[src/rtl/prog_loader.sv]
// Byte-stream boot loader for the rv32i instruction memory: parses a length-prefixed,
// XOR-checksummed frame, writes little-endian words and releases the CPU on success.
module prog_loader #(
    parameter int unsigned ADDR_W = 8
) (
    input  logic              clk,
    input  logic              rst,
    input  logic              byte_valid,
    input  logic [7:0]        byte_data,
    output logic              byte_ready,
    output logic              imem_we,
    output logic [ADDR_W-1:0] imem_addr,
    output logic [31:0]       imem_wdata,
    output logic              cpu_hold,
    output logic              done,
    output logic [1:0]        err,
    output logic [ADDR_W:0]   words_loaded
);

    localparam int unsigned Depth  = 2 ** ADDR_W;
    localparam logic [31:0] DepthW = 32'(Depth);

    localparam logic [1:0] ErrNone  = 2'b00;
    localparam logic [1:0] ErrLen   = 2'b01;
    localparam logic [1:0] ErrCsum  = 2'b10;

    typedef enum logic [2:0] {
        StLen,
        StData,
        StCsum,
        StDone,
        StErr
    } state_e;

    state_e            state_q, state_d;
    logic [31:0]       len_q, len_d;
    logic [1:0]        cnt_q, cnt_d;
    logic [23:0]       word_q, word_d;
    logic [7:0]        xor_q, xor_d;
    logic              byte_ready_q, byte_ready_d;
    logic              imem_we_q, imem_we_d;
    logic [ADDR_W-1:0] imem_addr_q, imem_addr_d;
    logic [31:0]       imem_wdata_q, imem_wdata_d;
    logic              cpu_hold_q, cpu_hold_d;
    logic              done_q, done_d;
    logic [1:0]        err_q, err_d;
    logic [ADDR_W:0]   words_loaded_q, words_loaded_d;

    logic              accept;
    logic [31:0]       len_full;
    logic [31:0]       word_full;
    logic [ADDR_W:0]   words_next;

    assign accept     = byte_valid && byte_ready_q;
    // Length and data bytes both arrive LSB first, so shift in from the top.
    assign len_full   = {byte_data, len_q[31:8]};
    assign word_full  = {byte_data, word_q};
    assign words_next = words_loaded_q + 1'b1;

    always_comb begin
        state_d        = state_q;
        len_d          = len_q;
        cnt_d          = cnt_q;
        word_d         = word_q;
        xor_d          = xor_q;
        byte_ready_d   = byte_ready_q;
        imem_we_d      = 1'b0;
        imem_addr_d    = imem_addr_q;
        imem_wdata_d   = imem_wdata_q;
        cpu_hold_d     = cpu_hold_q;
        done_d         = done_q;
        err_d          = err_q;
        words_loaded_d = words_loaded_q;

        case (state_q)
            StLen: begin
                if (accept) begin
                    xor_d = xor_q ^ byte_data;
                    len_d = len_full;
                    cnt_d = cnt_q + 2'd1;
                    if (cnt_q == 2'd3) begin
                        if (len_full == 32'd0) begin
                            state_d = StCsum;
                        end else if (len_full > DepthW) begin
                            state_d      = StErr;
                            err_d        = ErrLen;
                            byte_ready_d = 1'b0;
                        end else begin
                            state_d = StData;
                        end
                    end
                end
            end

            StData: begin
                if (accept) begin
                    xor_d  = xor_q ^ byte_data;
                    cnt_d  = cnt_q + 2'd1;
                    word_d = word_full[31:8];
                    if (cnt_q == 2'd3) begin
                        imem_we_d      = 1'b1;
                        imem_addr_d    = words_loaded_q[ADDR_W-1:0];
                        imem_wdata_d   = word_full;
                        words_loaded_d = words_next;
                        // len_q <= Depth here, so its low ADDR_W+1 bits hold the full count.
                        if (words_next == len_q[ADDR_W:0]) begin
                            state_d = StCsum;
                        end
                    end
                end
            end

            StCsum: begin
                if (accept) begin
                    byte_ready_d = 1'b0;
                    if (byte_data == xor_q) begin
                        state_d    = StDone;
                        done_d     = 1'b1;
                        cpu_hold_d = 1'b0;
                    end else begin
                        state_d = StErr;
                        err_d   = ErrCsum;
                    end
                end
            end

            StDone: begin
                byte_ready_d = 1'b0;
            end

            StErr: begin
                byte_ready_d = 1'b0;
            end

            default: begin
                state_d = StLen;
            end
        endcase
    end

    always_ff @(posedge clk or posedge rst) begin
        if (rst) begin
            state_q        <= StLen;
            len_q          <= '0;
            cnt_q          <= '0;
            word_q         <= '0;
            xor_q          <= '0;
            byte_ready_q   <= 1'b1;
            imem_we_q      <= 1'b0;
            imem_addr_q    <= '0;
            imem_wdata_q   <= '0;
            cpu_hold_q     <= 1'b1;
            done_q         <= 1'b0;
            err_q          <= ErrNone;
            words_loaded_q <= '0;
        end else begin
            state_q        <= state_d;
            len_q          <= len_d;
            cnt_q          <= cnt_d;
            word_q         <= word_d;
            xor_q          <= xor_d;
            byte_ready_q   <= byte_ready_d;
            imem_we_q      <= imem_we_d;
            imem_addr_q    <= imem_addr_d;
            imem_wdata_q   <= imem_wdata_d;
            cpu_hold_q     <= cpu_hold_d;
            done_q         <= done_d;
            err_q          <= err_d;
            words_loaded_q <= words_loaded_d;
        end
    end

    assign byte_ready   = byte_ready_q;
    assign imem_we      = imem_we_q;
    assign imem_addr    = imem_addr_q;
    assign imem_wdata   = imem_wdata_q;
    assign cpu_hold     = cpu_hold_q;
    assign done         = done_q;
    assign err          = err_q;
    assign words_loaded = words_loaded_q;

endmodule
[config.mk]
export PLATFORM = sky130hd
export DESIGN_NAME = prog_loader
export DESIGN_NICKNAME = d
export VERILOG_FILES = /design/src/rtl/prog_loader.sv
export SDC_FILE = /design/constraint.sdc
export NUM_CORES = 1
export LEC_CHECK = 0
export ABC_CLOCK_PERIOD_IN_PS = 5230
export CELL_PAD_IN_SITES_DETAIL_PLACEMENT = 2
export CELL_PAD_IN_SITES_GLOBAL_PLACEMENT = 2
export CORE_UTILIZATION = 30
export CTS_BUF_LIST = sky130_fd_sc_hd__clkbuf_16
export DETAILED_ROUTE_END_ITERATION = 12
export GPL_TIMING_DRIVEN = 1
export PLACE_DENSITY = 0.73
export RECOVER_POWER = 25
export SKIP_LAST_GASP = 1
export SYNTH_ARGS = -nofsm -noshare
export SYNTH_HDL_FRONTEND = slang
export SYNTH_SLANG_ARGS = --single-unit
[constraint.sdc]
create_clock -name clk -period 5.23 [get_ports clk]
set_input_delay 1.046 -clock clk [delete_from_list [all_inputs] [get_ports clk]]
set_output_delay 1.046 -clock clk [all_outputs]
set_load 0.05 [all_outputs]
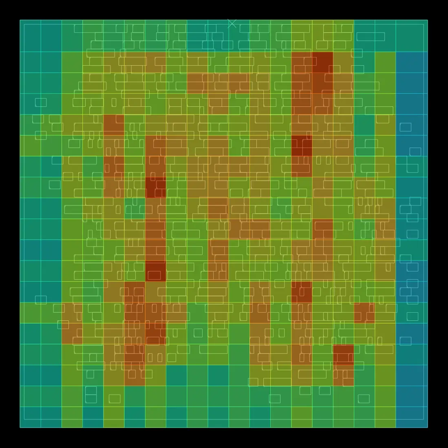
Figure 1: run 1, congestion heat map.
M2 GR Usage: 26.7%
Final Util: 38.5%
GRT met1 Usage: 19.8%

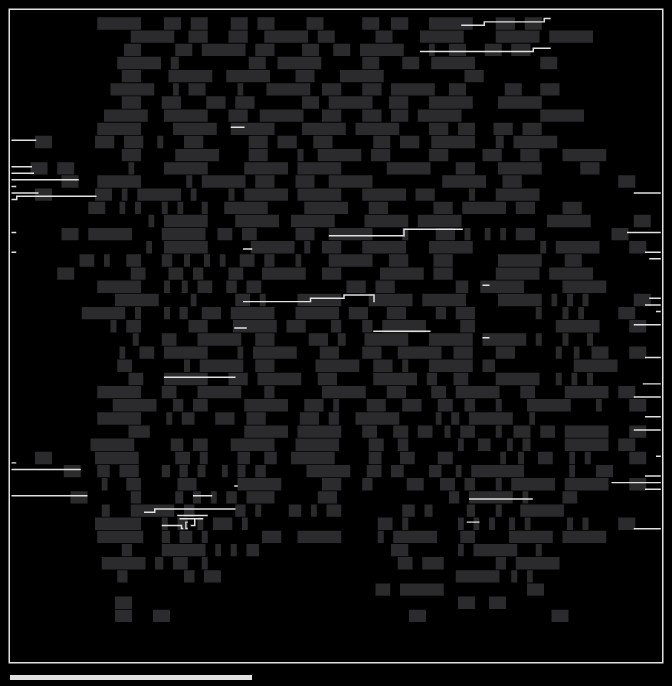
Figure 2: run 1, met3 routing.
The bar under the picture is 50 um long.
- share of all routed wire: 2.7%
- longest straight run: 23.2 um
- main direction: horizontal
- wire length on this layer: 349 um
Total Wirelength: 13100 um
GR Layer Usage met3: 3.57%
vias: 3425

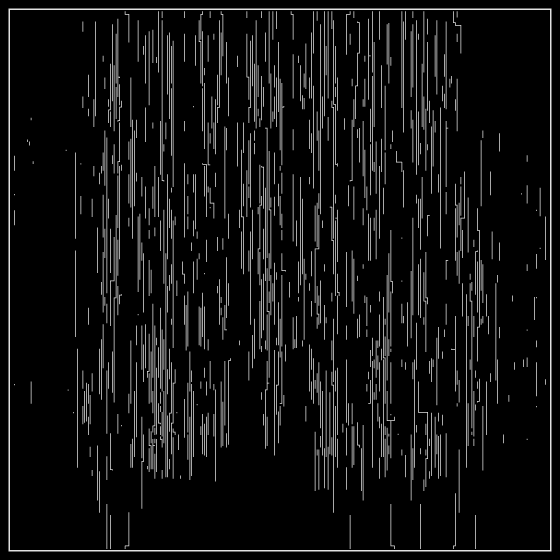
Figure 3: run 1, the metal 2 layer.
- longest straight run: 55.8 um
- nets with wire on the layer: 466
- main direction: vertical
- wire length on this layer: 6650 um
- share of all routed wire: 51%

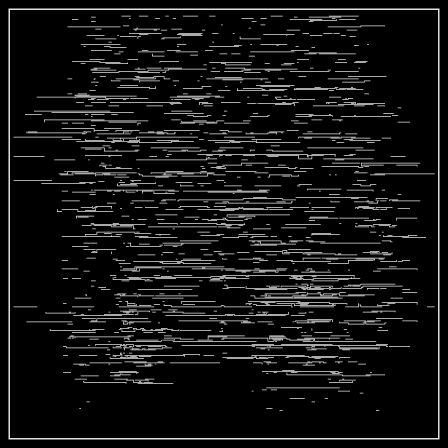
Figure 4: run 1, the metal 1 layer.
- wire length on this layer: 5900 um
- nets with wire on the layer: 445
- share of all routed wire: 45%
- main direction: horizontal

==> impl_metrics.py, run 1 <==
# Synthesis and PnR figures
metrics = {
    "grt": {
        "grtUsageTotal_pct": 15.9,
    },
    "run": {
        "maxCapViolations": 1,
    },
    "pwr": {
        "p_per_area_nw_per_um2": 306,
        "p_total_mw": 2.03,
        "seq_power_mw": 0.961,
        "p_clk_mw": 1.03,
        "power.switching_mw": 0.429,
        "leakage_nw": 3.20,
    },
    "placed_design": {
        "placed_area_um2": 6130,
        "numPortBuffers": 65,
    },
    "drt": {
        "ant_nets": 0,
        "detailroute.wirelength.met3_um": 349,
        "drc": 1,
    },
    "sta": {
        "finalSetupViolCount": 0,
        "fin_setup_tns_ns": 0,
        "fmax_mhz": 306,
        "drv_slew": 59,
    },
    "cells_and_area": {
        "stdcell_area_um2": 6640,
        "antenna_cells": 0,
        "layout.nets": 500,
    },
    "floorplan": {
        "io_pins": 66,
        "fp_util_pct": 30.7,
        "core-area_um2": 17200,
        "fp.dieW_um": 135,
    },
    "synth": {
        "synth_flops": 124,
        "ys_types": 50,
        "syn_area_per_cell_um2": 12.7,
        "yosys.area.top_type": "dfrtp_1",
        "yosysTopAreaCellShare_pct": 57.8,
        "synth_area_um2": 5280,
    },
    "clock_tree": {
        "cts_max_path_buffers": 2,
        "post_cts_resized": 0,
        "clk_latency_ns": 0.42,
        "cts_inserted_buffers": 17,
    },
    "status": {
        "violations": "design-rule violations, max-capacitance violations, max-slew violations",
        "outcome": "complete, but fails checks",
    },
    "critical_path": {
        "reg2regPathDepth": 6,
        "cp_num_cells": 3,
        "cp_slowest_stage_delay_ns": 1.50,
        "cp_top_family": "buffers and inverters",
    },
}
## run 1: how the worst min path moves through the flow
stage | start | endpoint | slack [ns] | cells past startpoint
after detailed placement | imem_addr[4] | imem_addr[4] | 0.47 | 2
after global placement | cnt_q[0] | cnt_q[0] | 0.46 | 1
final | done | done | 0.47 | 1
after floorplan | cnt_q[0] | cnt_q[0] | 0.45 | 1
after CTS | imem_addr[4] | imem_addr[4] | 0.48 | 2
after global routing | done | done | 0.50 | 1
## run 1: area by class of cell
class	instances	area, um2
Sequential cell	124	3110
Clock inverter	15	92.6
Inverter	5	20.0
Clock buffer	17	425
Tap cell	225	282
Fill cell	1739	10600
Timing Repair Buffer	69	681
Multi-Input combinational cell	270	2040
==> run 2: changes to the inputs <==
- ABC_CLOCK_PERIOD_IN_PS: 5230 -> 2950
- PLACE_DENSITY: 0.73 -> 0.76
- clock period: 5.23 -> 2.95 ns (I/O delays scaled with it)
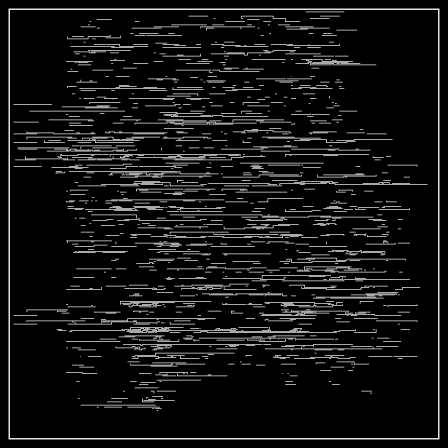
Figure 5: run 2, the metal 1 layer.
- longest straight run: 40.9 um
- main direction: horizontal
vias: 3521
GRT met1 Usage: 20.7%
Total Wirelength: 14100 um

==> run 2 against run 1 <==
Against the previous run: synthesized cell count unchanged; the flow now finishes without violations; final area up 2.3%; total power is 94% higher; worst hold slack better by 0.0048 ns; synthesized area stayed put; critical path depth up 3; sequential power rose by 77%.
==> impl_metrics.py, run 2 <==
# Synthesis and PnR figures
metrics = {
    "status": {
        "outcome": "finished clean",
    },
    "floorplan": {
        "fp.dieW_um": 135,
        "die.size.y_um": 135,
        "tapCellCount": 225,
        "core-area_um2": 17200,
        "io_pins": 66,
        "rows": 48,
        "fp_util_pct": 30.7,
    },
    "synth": {
        "yosysTopAreaCellShare_pct": 57.8,
        "yosys.area.top_type": "dfrtp_1",
        "synth.area.top_cells": "dfrtp_1 58%, mux2_2 13%, nand2_1 5.3%",
        "synth_area_um2": 5280,
        "simple_gate_share_pct": 11.2,
        "synth_flops": 124,
        "syn_area_per_cell_um2": 12.7,
        "ys_types": 50,
    },
    "cells_and_area": {
        "flop-count": 124,
        "seq-cell-share_pct": 45.7,
        "comb_share_pct": 30.0,
        "clk_share_pct": 8.93,
        "inv_count": 5,
        "logic_area_um2": 2040,
        "stdcell_area_um2": 6790,
        "largest_class": "registers",
        "flop_area_um2": 3110,
        "antenna_cells": 0,
        "buffer_area_share_pct": 10.9,
        "num-multi-input-gates": 270,
        "layout.nets": 505,
        "final_util_pct": 39.4,
    },
    "clock_tree": {
        "post_cts_resized": 0,
        "cts_max_path_buffers": 2,
        "cts_inserted_buffers": 17,
        "clk_latency_ns": 0.42,
    },
    "pwr": {
        "power.switching_mw": 0.831,
        "seq_power_share_pct": 43.1,
        "p_clk_mw": 2.17,
        "p_per_area_nw_per_um2": 581,
        "seq_power_mw": 1.70,
        "leakage_nw": 3.26,
        "maxPowerGroup": "clock",
    },
    "critical_path": {
        "reg2regPathDepth": 5,
        "cp_num_cells": 6,
        "cp_slowest_stage_delay_ns": 0.53,
        "cp_top_family": "simple AND/OR/NAND/NOR gates",
    },
    "drt": {
        "drc": 0,
        "ant_nets": 0,
        "first_pass_iters": 4,
    },
    "sta": {
        "drv_slew": 0,
        "fmax_mhz": 404,
        "rsz0062_at_grt": "false",
        "fin_setup_tns_ns": 0,
        "finalSetupViolCount": 0,
    },
    "placed_design": {
        "placed_area_um2": 6190,
    },
    "run": {
        "maxCapViolations": 0,
    },
    "grt": {
        "grtUsageTotal_pct": 17.1,
    },
}
[run 2: cell counts after synthesis]
No cell type changed its count.
[run 2: worst min path at each step]
stage                          from       endpoint  slack (ns)  depth (start not counted)
after floorplan            cnt_q[0]       cnt_q[0]        0.45                          1
after CTS                      done           done        0.49                          1
after global placement         done           done        0.46                          1
after global routing      word_q[5]  imem_wdata[5]        0.51                          1
after detailed placement       done           done        0.47                          1
final                          done           done        0.48                          1
[run 2: metal layers]
metal	global-route usage [%]	vias up	wire length, um
met4	7.37	0	306
met1	20.7	1852	6080
li1	-	1583	-
met5	0	-	0
met3	3.60	26	361
met2	29.2	60	7360
No activity file was given, so power comes from the tool's default toggle rates.
